### config.mk
export PLATFORM = sky130hd
export DESIGN_NAME = issue_alu_dispatch_flat
export DESIGN_NICKNAME = d
export VERILOG_FILES = /design/src/rtl/issue_alu_dispatch_pkg.sv /design/src/rtl/issue_alu_dispatch_if.sv /design/src/rtl/issue_alu_dispatch_fifo.sv /design/src/rtl/issue_alu_dispatch.sv /design/src/flat_wrapper.sv
export SDC_FILE = /design/constraint.sdc
export NUM_CORES = 1
export LEC_CHECK = 0
export CORE_ASPECT_RATIO = 2
export CORE_UTILIZATION = 39
export DETAILED_ROUTE_END_ITERATION = 6
export GPL_TIMING_DRIVEN = 0
export PLACE_DENSITY = 0.6
export RECOVER_POWER = 50
export SYNTH_ARGS = -nofsm -noshare
export SYNTH_HDL_FRONTEND = slang
export SYNTH_SLANG_ARGS = --single-unit
### constraint.sdc
create_clock -name clk -period 4.7 [get_ports clk]
set_input_delay 0.47 -clock clk [delete_from_list [all_inputs] [get_ports clk]]
set_output_delay 0.47 -clock clk [all_outputs]
set_load 0.02 [all_outputs]
### src/rtl/issue_alu_dispatch_pkg.sv
// Shared types and helpers for the issue -> ALU dispatch slice.
// Holds the pipeline pack types exchanged between issue, execute and commit.
package issue_alu_dispatch_pkg;

    localparam int ROB_ID_W = 6;

    // Micro-op handed from issue to an ALU execute unit.
    typedef struct packed {
        logic                enable;
        logic [ROB_ID_W-1:0] rob_id;
        logic [3:0]          op;
        logic [4:0]          rd;
        logic [31:0]         src1;
        logic [31:0]         src2;
    } issue_execute_pack_t;

    // Feedback from commit; a flush discards all speculative work.
    typedef struct packed {
        logic                enable;
        logic                flush;
        logic [ROB_ID_W-1:0] rob_id;
    } commit_feedback_pack_t;

    // A flush is only meaningful when the feedback packet itself is valid.
    function automatic logic is_flush(commit_feedback_pack_t fb);
        return fb.enable & fb.flush;
    endfunction

endpackage

### src/rtl/issue_alu_dispatch_if.sv
// Handshake bundle between issue, commit feedback and the ALU input FIFOs.
// master = issue/ALU side driving requests, slave = the dispatch block.
interface issue_alu_dispatch_if
    import issue_alu_dispatch_pkg::*;
#(
    parameter int ALU_NUM = 2
);

    issue_execute_pack_t   issue_alu_data_in;
    logic                  issue_alu_we;
    logic                  issue_alu_full;
    commit_feedback_pack_t commit_feedback_pack;
    issue_execute_pack_t   alu_fifo_data_out [ALU_NUM];
    logic [ALU_NUM-1:0]    alu_fifo_data_out_valid;
    logic [ALU_NUM-1:0]    alu_fifo_pop;

    modport master (
        output issue_alu_data_in,
        output issue_alu_we,
        output commit_feedback_pack,
        output alu_fifo_pop,
        input  issue_alu_full,
        input  alu_fifo_data_out,
        input  alu_fifo_data_out_valid
    );

    modport slave (
        input  issue_alu_data_in,
        input  issue_alu_we,
        input  commit_feedback_pack,
        input  alu_fifo_pop,
        output issue_alu_full,
        output alu_fifo_data_out,
        output alu_fifo_data_out_valid
    );

endinterface

### src/rtl/issue_alu_dispatch_fifo.sv
// Single ALU input FIFO: circular buffer with registered count.
// Push is refused when full (from registered count, so a same-cycle pop
// does not make room); flush empties the FIFO and drops same-cycle push/pop.
module issue_alu_fifo
    import issue_alu_dispatch_pkg::*;
#(
    parameter int DEPTH = 4
) (
    input  logic                         clk,
    input  logic                         rst,
    input  logic                         push,
    input  logic                         pop,
    input  logic                         flush,
    input  issue_execute_pack_t          din,
    output issue_execute_pack_t          dout,
    output logic [$clog2(DEPTH+1)-1:0]   count
);

    localparam int PW = $clog2(DEPTH);
    localparam int CW = $clog2(DEPTH + 1);

    issue_execute_pack_t mem_r [DEPTH];
    logic [PW-1:0]       rptr_r;
    logic [PW-1:0]       wptr_r;
    logic [CW-1:0]       count_r;
    logic                do_push_s;
    logic                do_pop_s;

    assign do_push_s = push & ~flush & (count_r != CW'(DEPTH));
    assign do_pop_s  = pop  & ~flush & (count_r != CW'(0));
    assign count     = count_r;

    // Pointer and occupancy state; flush wins over any push or pop.
    always_ff @(posedge clk or negedge rst) begin
        if (!rst) begin
            rptr_r  <= PW'(0);
            wptr_r  <= PW'(0);
            count_r <= CW'(0);
        end else if (flush) begin
            rptr_r  <= PW'(0);
            wptr_r  <= PW'(0);
            count_r <= CW'(0);
        end else begin
            if (do_push_s) begin
                wptr_r <= wptr_r + PW'(1);
            end else begin
                wptr_r <= wptr_r;
            end
            if (do_pop_s) begin
                rptr_r <= rptr_r + PW'(1);
            end else begin
                rptr_r <= rptr_r;
            end
            case ({do_push_s, do_pop_s})
                2'b10:   count_r <= count_r + CW'(1);
                2'b01:   count_r <= count_r - CW'(1);
                default: count_r <= count_r;
            endcase
        end
    end

    // Entry storage; deliberately not reset, contents are qualified by count.
    always_ff @(posedge clk) begin
        if (do_push_s) begin
            mem_r[wptr_r] <= din;
        end
    end

    // Head entry, forced to zero while the FIFO is empty.
    always_comb begin
        dout = '0;
        if (count_r != CW'(0)) begin
            dout = mem_r[rptr_r];
        end else begin
            dout = '0;
        end
    end

endmodule

### src/rtl/issue_alu_dispatch.sv
// Dispatches ALU micro-ops from issue into ALU_NUM per-unit FIFOs.
// Target FIFO is chosen round-robin starting at rr_ptr, skipping full FIFOs.
// A commit flush empties every FIFO and restarts the round-robin at FIFO 0.
module issue_alu_dispatch
    import issue_alu_dispatch_pkg::*;
#(
    parameter int ALU_NUM    = 2,
    parameter int FIFO_DEPTH = 4
) (
    input  logic                 clk,
    input  logic                 rst,
    issue_alu_dispatch_if.slave  bus
);

    localparam int RRW = (ALU_NUM > 1) ? $clog2(ALU_NUM) : 1;
    localparam int CW  = $clog2(FIFO_DEPTH + 1);

    logic [RRW-1:0]     rr_ptr_r;
    logic [RRW-1:0]     rr_next_s;
    logic [RRW-1:0]     target_s;
    logic               found_s;
    logic [ALU_NUM-1:0] full_s;
    logic [ALU_NUM-1:0] push_s;
    logic [CW-1:0]      count_s [ALU_NUM];
    logic               flush_s;
    logic               accept_s;

    assign flush_s            = is_flush(bus.commit_feedback_pack);
    assign bus.issue_alu_full = &full_s;
    assign accept_s           = bus.issue_alu_we & ~(&full_s) & ~flush_s;

    // Rotating scan: first non-full FIFO at or above rr_ptr, else lowest below it.
    always_comb begin
        target_s = '0;
        found_s  = 1'b0;
        for (int j = 0; j < ALU_NUM; j++) begin
            if (!found_s && (j >= int'(rr_ptr_r)) && !full_s[j]) begin
                found_s  = 1'b1;
                target_s = RRW'(j);
            end else begin
                found_s  = found_s;
            end
        end
        for (int j = 0; j < ALU_NUM; j++) begin
            if (!found_s && (j < int'(rr_ptr_r)) && !full_s[j]) begin
                found_s  = 1'b1;
                target_s = RRW'(j);
            end else begin
                found_s  = found_s;
            end
        end
    end

    // Round-robin pointer advances to the FIFO after the one just written.
    always_comb begin
        rr_next_s = '0;
        if (ALU_NUM == 1) begin
            rr_next_s = RRW'(0);
        end else if (target_s == RRW'(ALU_NUM - 1)) begin
            rr_next_s = RRW'(0);
        end else begin
            rr_next_s = target_s + RRW'(1);
        end
    end

    // Round-robin state; cleared by reset or flush, moved only on accept.
    always_ff @(posedge clk or negedge rst) begin
        if (!rst) begin
            rr_ptr_r <= RRW'(0);
        end else if (flush_s) begin
            rr_ptr_r <= RRW'(0);
        end else if (accept_s) begin
            rr_ptr_r <= rr_next_s;
        end else begin
            rr_ptr_r <= rr_ptr_r;
        end
    end

    for (genvar g = 0; g < ALU_NUM; g++) begin : g_fifo
        assign push_s[g] = accept_s & (target_s == RRW'(g));
        assign full_s[g] = (count_s[g] == CW'(FIFO_DEPTH));
        assign bus.alu_fifo_data_out_valid[g] = (count_s[g] != CW'(0));

        issue_alu_fifo #(
            .DEPTH (FIFO_DEPTH)
        ) u_fifo (
            .clk   (clk),
            .rst   (rst),
            .push  (push_s[g]),
            .pop   (bus.alu_fifo_pop[g]),
            .flush (flush_s),
            .din   (bus.issue_alu_data_in),
            .dout  (bus.alu_fifo_data_out[g]),
            .count (count_s[g])
        );
    end

endmodule

### src/flat_wrapper.sv
// flat-port wrapper written by rule: the top's interface ports become plain ports
module issue_alu_dispatch_flat import issue_alu_dispatch_pkg::*;
#(
    parameter int ALU_NUM    = 2,
    parameter int FIFO_DEPTH = 4
)
  (clk, rst, bus_issue_alu_data_in, bus_issue_alu_we, bus_commit_feedback_pack, bus_alu_fifo_pop, bus_issue_alu_full, bus_alu_fifo_data_out, bus_alu_fifo_data_out_valid);
  issue_alu_dispatch_if #(.ALU_NUM(ALU_NUM)) bus_i ();
  input  logic clk;
  input  logic rst;
  input wire logic [$bits(bus_i.issue_alu_data_in)-1:0] bus_issue_alu_data_in;
  input wire logic [$bits(bus_i.issue_alu_we)-1:0] bus_issue_alu_we;
  input wire logic [$bits(bus_i.commit_feedback_pack)-1:0] bus_commit_feedback_pack;
  input wire logic [$bits(bus_i.alu_fifo_pop)-1:0] bus_alu_fifo_pop;
  output wire logic [$bits(bus_i.issue_alu_full)-1:0] bus_issue_alu_full;
  output wire logic [$bits(bus_i.alu_fifo_data_out)-1:0] bus_alu_fifo_data_out;
  output wire logic [$bits(bus_i.alu_fifo_data_out_valid)-1:0] bus_alu_fifo_data_out_valid;
  assign bus_i.issue_alu_data_in = bus_issue_alu_data_in;
  assign bus_i.issue_alu_we = bus_issue_alu_we;
  assign bus_i.commit_feedback_pack = bus_commit_feedback_pack;
  assign bus_i.alu_fifo_pop = bus_alu_fifo_pop;
  assign bus_issue_alu_full = bus_i.issue_alu_full;
  assign bus_alu_fifo_data_out = {>>{bus_i.alu_fifo_data_out}};
  assign bus_alu_fifo_data_out_valid = bus_i.alu_fifo_data_out_valid;
  issue_alu_dispatch #(.ALU_NUM(ALU_NUM), .FIFO_DEPTH(FIFO_DEPTH)) u_core (.clk(clk), .rst(rst), .bus(bus_i));
endmodule
==> PnR_summary.wiki, run 1 <==
=== Synthesis and place and route ===
{| class="wikitable"
! Metric !! Value
|-
| Hold violation count in the final report || 0
|-
| Last element of the critical path || bus_alu_fifo_data_out[77]
|-
| Power of the combinational group || between 7 and 8 mW
|-
| Delay contributed by the slowest stage of the critical path || 0.77 ns
|-
| Wire length per cell || 25.2 um
|-
| Total instance count after detailed placement || 2167
|-
| Die Height || between 300 and 400 um
|-
| Buffer count from post-CTS setup fixing || 0
|-
| Reg-to-reg startpoint || u_core.g_fifo[1].u_fifo.count[1]
|-
| Crit Path Category || reg -> out
|-
| Worst-case clock buffer depth || 3
|-
| Clock period minus worst slack || 4.13 ns
|-
| Post-route ant nets || 0
|-
| Slew headroom || -71.0%
|-
| Root Buffer Master || sky130_fd_sc_hd__clkbuf_16
|-
| GRT Util Overall || 17.7%
|-
| Ys async rst share || under 10%
|-
| Worst path arrival time || 3.66 ns
|-
| TritonCTS Buffers || 56
|-
| Final Net Count || 1532
|-
| Summed negative setup slack over all endpoints || 0 ns
|-
| Hold buffer count at CTS || 0
|-
| Register clock-pin slew on the reported worst setup and hold paths || 0.07 ns
|-
| Required time of the critical path || 4.23 ns
|-
| Number of logic stages on the critical path including buffering || 5
|-
| Power consumed by the clock network || 4.48 mW
|-
| Count of routing violations after the opening detailed-route iteration || 692
|-
| Number of enable-type register cells in the synthesized netlist || 640
|-
| Fraction of synthesized cell area taken by the top area cell type || between 70% and 80%
|-
| Biggest area consumer among synthesized cells || sky130_fd_sc_hd__edfxtp_1
|-
| H-tree depth || 2
|-
| Chip area estimate from yosys synthesis || 25100 um2
|-
| Result of the run || finished, violations left
|-
| I/O pin count || 256
|-
| Switching power share of the total || roughly a third
|-
| Comb power frac || about two fifths
|-
| Clock share of power || 23.6%
|-
| Placed standard-cell area || 28800 um2
|-
| Main synth FF type || sky130_fd_sc_hd__edfxtp_1
|-
| Flop2flop setup slack || 0.69 ns
|-
| Leftover overflow at the end of global routing || 0
|-
| CTS-repair resized insts || 0
|-
| Endpoints failing setup || 0
|-
| Most frequent logic cell in the layout || sky130_fd_sc_hd__edfxtp_1
|-
| Highest net fanout along the worst path || 10
|-
| Via count of the first global-routing pass || 13100
|-
| Worst vdd ir || 0.000409 V
|-
| Leakage power || 9.63 nW
|-
| Most frequent cell on the critical path || sky130_fd_sc_hd__clkbuf_1
|-
| Hpwl dp || between 30000 and 40000 um
|-
| Top cell type by instance count after synthesis || sky130_fd_sc_hd__edfxtp_1
|-
| Main area contributors after synthesis || sky130_fd_sc_hd__edfxtp_1, sky130_fd_sc_hd__mux4_2, sky130_fd_sc_hd__and2_1
|-
| Number of slew-limit violations in the final report || 169
|-
| Most frequent cells after synthesis || sky130_fd_sc_hd__edfxtp_1, sky130_fd_sc_hd__and2_1, sky130_fd_sc_hd__mux4_2, sky130_fd_sc_hd__clkbuf_1, sky130_fd_sc_hd__dfrtp_1
|-
| Post-synth design cell area || 25100 um2
|-
| Yosys reg bits || between 600 and 700
|-
| Die x size || 181 um
|-
| Fmax || 0.242 GHz
|-
| Net load switching power || about 6 mW
|-
| Chip area || 65400 um2
|-
| Top cells excl fill/tap || sky130_fd_sc_hd__edfxtp_1, sky130_fd_sc_hd__clkdlybuf4s50_1, sky130_fd_sc_hd__and2_1
|-
| Core area || ~64000 um2
|-
| Cell class contributing the biggest share of worst-path delay || buffers and inverters
|-
| Maximum number of pins on one net before global-route repair || 43
|-
| Clock tree from TritonCTS || built
|-
| Sequential cell fraction of total power || between 30% and 40%
|-
| Input/output buffers || between 200 and 250
|-
| Length of the first detailed-routing pass in iterations || 4
|-
| Effective utilization at floorplan || 39.4%
|-
| Area growth from synthesis to final layout || 21.7%
|-
| Post-synthesis average cell area || 22.6 um2
|-
| Crit-path slowest cell || sky130_fd_sc_hd__clkbuf_1
|-
| Post-Synthesis Cells || 1112
|-
| Number of warnings in the stage logs || 38
|-
| Antenna violations before repair || 10
|-
| Register-to-Register Path Depth || 4
|-
| Vias per std cell || about 5.2
|-
| Failing checks || max-capacitance violations, max-slew violations
|-
| Max Cap Viol || 5
|-
| Reg2reg end || u_core.g_fifo[0].u_fifo.mem_r[3][21]
|-
| Worst skew pair latency || 0.60 ns
|-
| Cell-internal power || 12.9 mW
|-
| Synth cell types || 29
|-
| Net count after synthesis || about 1200
|-
| Ordered cell list for the critical path || clkbuf_1, clkbuf_1, mux4_2, and2_1, clkdlybuf4s50_1
|}
==> run 1: layer usage <==
| layer | vias up | global-route usage, % | wire length (um) |
|---|---|---|---|
| li1 | 5158 | - | - |
| met1 | 6244 | 20.3 | 21600 |
| met2 | 330 | 32.5 | 31100 |
| met3 | 88 | 3.61 | 3060 |
| met4 | 6 | 6.16 | 1540 |
| met5 | - | 0 | 31 |
==> run 1: layout make-up <==
type                            count  area, um2
Inverter                            9       33.8
Timing Repair Buffer              257       2710
Multi-Input combinational cell    393       5170
Sequential cell                   655      19600
Buffer                             55        263
Tap cell                          798        998
Clock buffer                       77       1530
Fill cell                        5313      33200
Antenna cell                        5       12.5
Clock inverter                     24        214
==> run 1: stage by stage <==
stage	worst slack (ns)	hold slack, ns
floorplan	1.05	0.174
global placement	-1.37	0.515
detailed placement	1.11	0.539
CTS	0.450	0.306
global route	0.240	0.427
finish	0.570	0.379
==> run 1: flip-flops by register name, indices dropped and copies added, names as in the netlist <==
| register | flops |
|---|---|
| u_core.g_fifo.u_fifo.count | 6 |
| u_core.g_fifo.u_fifo.mem_r | 640 |
| u_core.g_fifo.u_fifo.rptr_r | 4 |
| u_core.g_fifo.u_fifo.wptr_r | 4 |
| u_core.rr_ptr_r | 1 |
==> run 1: kinds of logic (layout without fill, tap and decap cells) <==
family	after synthesis	count (layout)	share of synthesized area, %
mux	166	166	14.6
flops	655	655	78.1
buf+inv	64	422	1.20
xor+xnor	8	8	0.279
simple gates	194	194	4.72
fa+ha+maj	12	12	0.658
other cells	0	5	0
compound gates	13	13	0.454
==> run_1/layer_met1.png <==
(1.5 px per um) Supply wires on this layer in gray. Cells faint in the background.
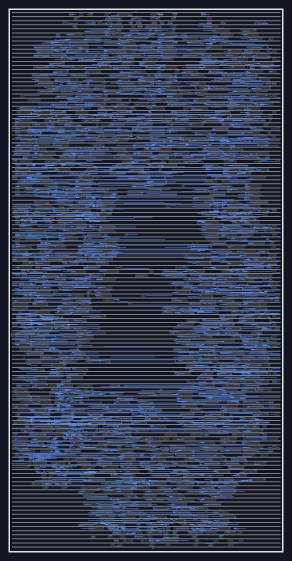
share of all routed wire: 38%
longest straight run: 65.3 um
main direction: horizontal
wire length on this layer: 21.6 mm

==> run_1/layer_met2.png <==
(1.5 px per um)
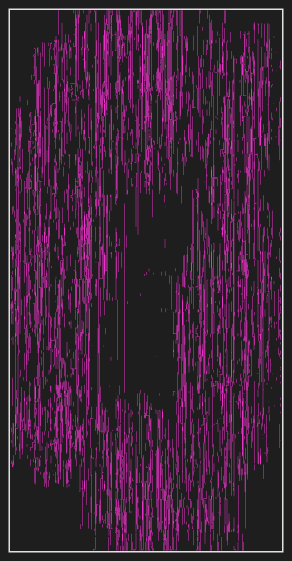
longest straight run: 126 um
wire length on this layer: 31.1 mm
Vias: 11800
detailed-route wire length: 57300 um
GR met2 Demand/Resource: 32.5%

==> run_1/layer_met3.png <==
(2 px per um) Cells faint in the background.
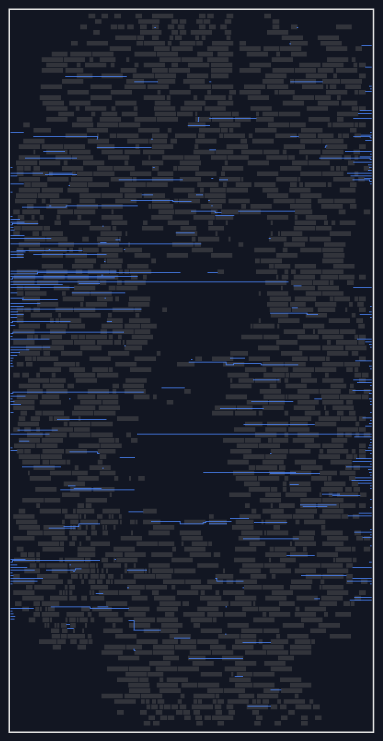
share of all routed wire: 5.3%
main direction: horizontal

==> run_1/layer_met4.png <==
(1.5 px per um) Supply wires on this layer in gray. Cells faint in the background.
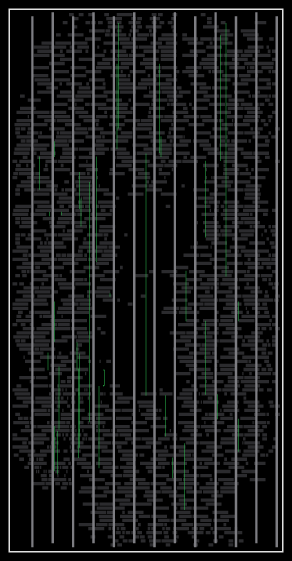
share of all routed wire: 2.7%
longest straight run: 169 um
main direction: vertical
nets with wire on the layer: 18

==> run_1/congestion.png <==
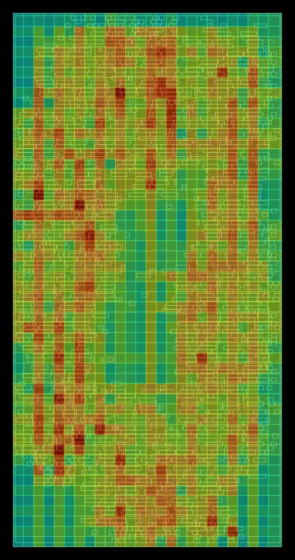

==> run 2: changes to the inputs <==
--- a/config.mk
+++ b/config.mk
@@ -11,6 +11,7 @@
 export GPL_TIMING_DRIVEN = 0
 export PLACE_DENSITY = 0.6
 export RECOVER_POWER = 50
+export SLEW_MARGIN = 20
 export SYNTH_ARGS = -nofsm -noshare
 export SYNTH_HDL_FRONTEND = slang
 export SYNTH_SLANG_ARGS = --single-unit
==> constraint.sdc (replaced) <==
create_clock -name clk -period 3.9 [get_ports clk]
set_input_delay 0.39 -clock clk [delete_from_list [all_inputs] [get_ports clk]]
set_output_delay 0.39 -clock clk [all_outputs]
set_load 0.02 [all_outputs]
==> run_2/congestion.png <==
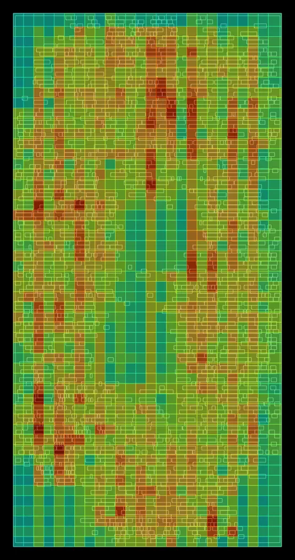
wire length per cell: 25.0 um
grt met3 use: 3.11%
GR met1 Demand/Resource: 21.1%
GRT Util Overall: 17.6%
Final Util: 48.2%

==> run 2 against run 1 <==
- the run still ends with max-capacitance violations, max-slew violations left
- worst hold slack worse by 0.064 ns
- sequential share of layout area is 0.44 points lower
- die size did not move
- routed wire length fell by 0.17%
- non-clock buffer count increased by 7
- via count increased by 0.97%
- largest power group unchanged
==> PnR_summary.wiki, run 2 <==
=== Synthesis and place and route ===
{| class="wikitable"
! Metric !! Value
|-
| Synth cell types || 29 (unchanged)
|-
| Comb power frac || 38.6% (+0.3 points)
|-
| Chip area estimate from yosys synthesis || 25100 um2 (unchanged)
|-
| Required time of the critical path || 3.51 ns (-0.72 ns)
|-
| Crit-path slowest cell || sky130_fd_sc_hd__clkdlybuf4s50_1
|-
| Hold buffer count at CTS || 0 (unchanged)
|-
| Main synth FF type || sky130_fd_sc_hd__edfxtp_1
|-
| Clock share of power || 23.5% (about the same)
|-
| Basic-gate share of the synthesized area counting and, or, nand and nor cells || 4.72% (unchanged)
|-
| Number of warnings in the stage logs || 38 (unchanged)
|-
| Setup slack at placement || 0.651 ns (-0.463 ns)
|-
| Multi-input gate area in the final layout || 5180 um2 (+0.17%)
|-
| Worst-case clock buffer depth || 3 (unchanged)
|-
| H-tree depth || 2 (unchanged)
|-
| Buffer count from post-CTS setup fixing || 0 (unchanged)
|-
| Inverter count of the layout excluding clock inverters || 9 (unchanged)
|-
| Net load switching power || 7.39 mW (+21%)
|-
| Vias per std cell || 5.23 (+0.57%)
|-
| Biggest area consumer among synthesized cells || sky130_fd_sc_hd__edfxtp_1
|-
| Top cell class by occupied area || sequential cells
|-
| Vias || 11900 (+0.97%)
|-
| Number of enable-type register cells in the synthesized netlist || 640 (unchanged)
|-
| Slew headroom || -3.76% (+67 points)
|-
| Clk_buf instances || 70 (-9.1%)
|-
| Core area || 63800 um2 (unchanged)
|-
| Most frequent cells after synthesis || sky130_fd_sc_hd__edfxtp_1, sky130_fd_sc_hd__and2_1, sky130_fd_sc_hd__mux4_2, sky130_fd_sc_hd__clkbuf_1, sky130_fd_sc_hd__dfrtp_1
|-
| Number of slew-limit violations in the final report || 24 (-86%)
|-
| Worst skew pair latency || 0.60 ns (about the same)
|-
| Main area contributors after synthesis || sky130_fd_sc_hd__edfxtp_1, sky130_fd_sc_hd__mux4_2, sky130_fd_sc_hd__and2_1
|-
| Post-synthesis average cell area || 22.6 um2 (unchanged)
|-
| Top cell type by instance count after synthesis || sky130_fd_sc_hd__edfxtp_1
|-
| Final WS setup || 0.344 ns (-0.226 ns)
|-
| Crit Path Category || reg -> out
|-
| Flip-flops || 655 (unchanged)
|-
| Highest net fanout along the worst path || 10 (unchanged)
|-
| XOR/XNOR Fraction of Synth Area || 0.279% (unchanged)
|-
| Switching power share of the total || 32.2% (+0.098 points)
|-
| Top cells excl fill/tap || sky130_fd_sc_hd__edfxtp_1, sky130_fd_sc_hd__clkdlybuf4s50_1, sky130_fd_sc_hd__mux4_2, sky130_fd_sc_hd__and2_1, sky130_fd_sc_hd__dlygate4sd3_1
|-
| TritonCTS Buffers || 57 (+1.8%)
|-
| Clock period minus worst slack || 3.56 ns
|-
| Largest register FFs || 640 (unchanged)
|-
| Most flops, register || u_core.g_fifo.u_fifo.mem_r
|-
| Worst path arrival time || 3.17 ns (-0.49 ns)
|-
| Maximum number of pins on one net before global-route repair || 41 (-4.7%)
|-
| Hpwl dp || 36800 um (+2.8%)
|-
| Result of the run || finished, violations left
|-
| Delay contributed by the slowest stage of the critical path || 0.70 ns (-0.07 ns)
|-
| Fraction of synthesized cell area taken by the top area cell type || 76.6% (unchanged)
|-
| Via count of the first global-routing pass || 12900 (-1.6%)
|-
| Die Height || 361 um (unchanged)
|-
| Root Buffer Master || sky130_fd_sc_hd__clkbuf_16
|-
| Non-clk bufs || 319 (+2.2%)
|-
| Filler instances || 5269 (-0.83%)
|-
| Effective utilization at floorplan || 39.4% (unchanged)
|-
| Max Cap Viol || 2 (-3)
|-
| Worst vdd ir || 0.000485 V (+19%)
|-
| Storage element area || 19600 um2 (unchanged)
|-
| Final Net Count || 1540 (+0.52%)
|-
| Input/output buffers || 249 (unchanged)
|-
| Post-route ant nets || 0 (unchanged)
|-
| Aoi/oai-family share of the synthesized area || 0.454% (unchanged)
|-
| Net count after synthesis || 1217 (unchanged)
|-
| Placed standard-cell area || 29000 um2 (+0.69%)
|-
| Ys async rst share || 2.29% (unchanged)
|-
| Clock tree from TritonCTS || built
|-
| Failing checks || max-capacitance violations, max-slew violations
|}
==> run 2: path summary, 6_finish.rpt <==
path                                                   start                              endpoint  slack (ns)  cells past startpoint
setup / recovery            u_core.g_fifo[0].u_fifo.count[0]            bus_alu_fifo_data_out[124]        0.34                      5
hold reg to reg            u_core.g_fifo[0].u_fifo.wptr_r[0]     u_core.g_fifo[0].u_fifo.wptr_r[0]        0.55                      1
max in group asynchronous                                rst      u_core.g_fifo[0].u_fifo.count[2]        3.11                      1
min in group clk                            bus_issue_alu_we                       u_core.rr_ptr_r        0.48                      3
hold / removal                                           rst     u_core.g_fifo[1].u_fifo.wptr_r[1]        0.31                      1
setup reg to reg            u_core.g_fifo[1].u_fifo.count[1]  u_core.g_fifo[0].u_fifo.mem_r[1][23]        0.44                      4
==> run 2: per-stage QoR <==
stage,util (%),cells
after floorplan,-,1112
after global placement,44.8,2159
after detailed placement,45.5,2175
after CTS,48.3,2280
after global routing,48.2,2280
final,48.2,2282
==> run 2: per-layer routing <==
metal / GRT usage (%) / vias to the layer above / routed length (um)
li1: - / 5166 / -
met1: 21.1 / 6374 / 22200
met2: 32.3 / 312 / 31000
met3: 3.11 / 83 / 2730
met4: 4.89 / 6 / 1180
met5: 0 / - / 41
==> run 2: power groups by stage <==
stage | registers (mW) | clock network, mW | logic [mW]
floorplan | 8.84 | 0 | 5.00
global placement | 8.93 | 0 | 8.93
detailed placement | 8.85 | 0 | 9.13
CTS | 8.70 | 5.52 | 9.16
global route | 8.75 | 5.73 | 9.47
finish | 8.70 | 5.38 | 8.85
==> run 2: cells by family after synthesis <==
kind of cell	count (synthesis)
simple gates	194
mux	166
fa+ha+maj	12
compound gates	13
xor+xnor	8
buf+inv	64
flops	655
Power is estimated from default activity; no workload was simulated.
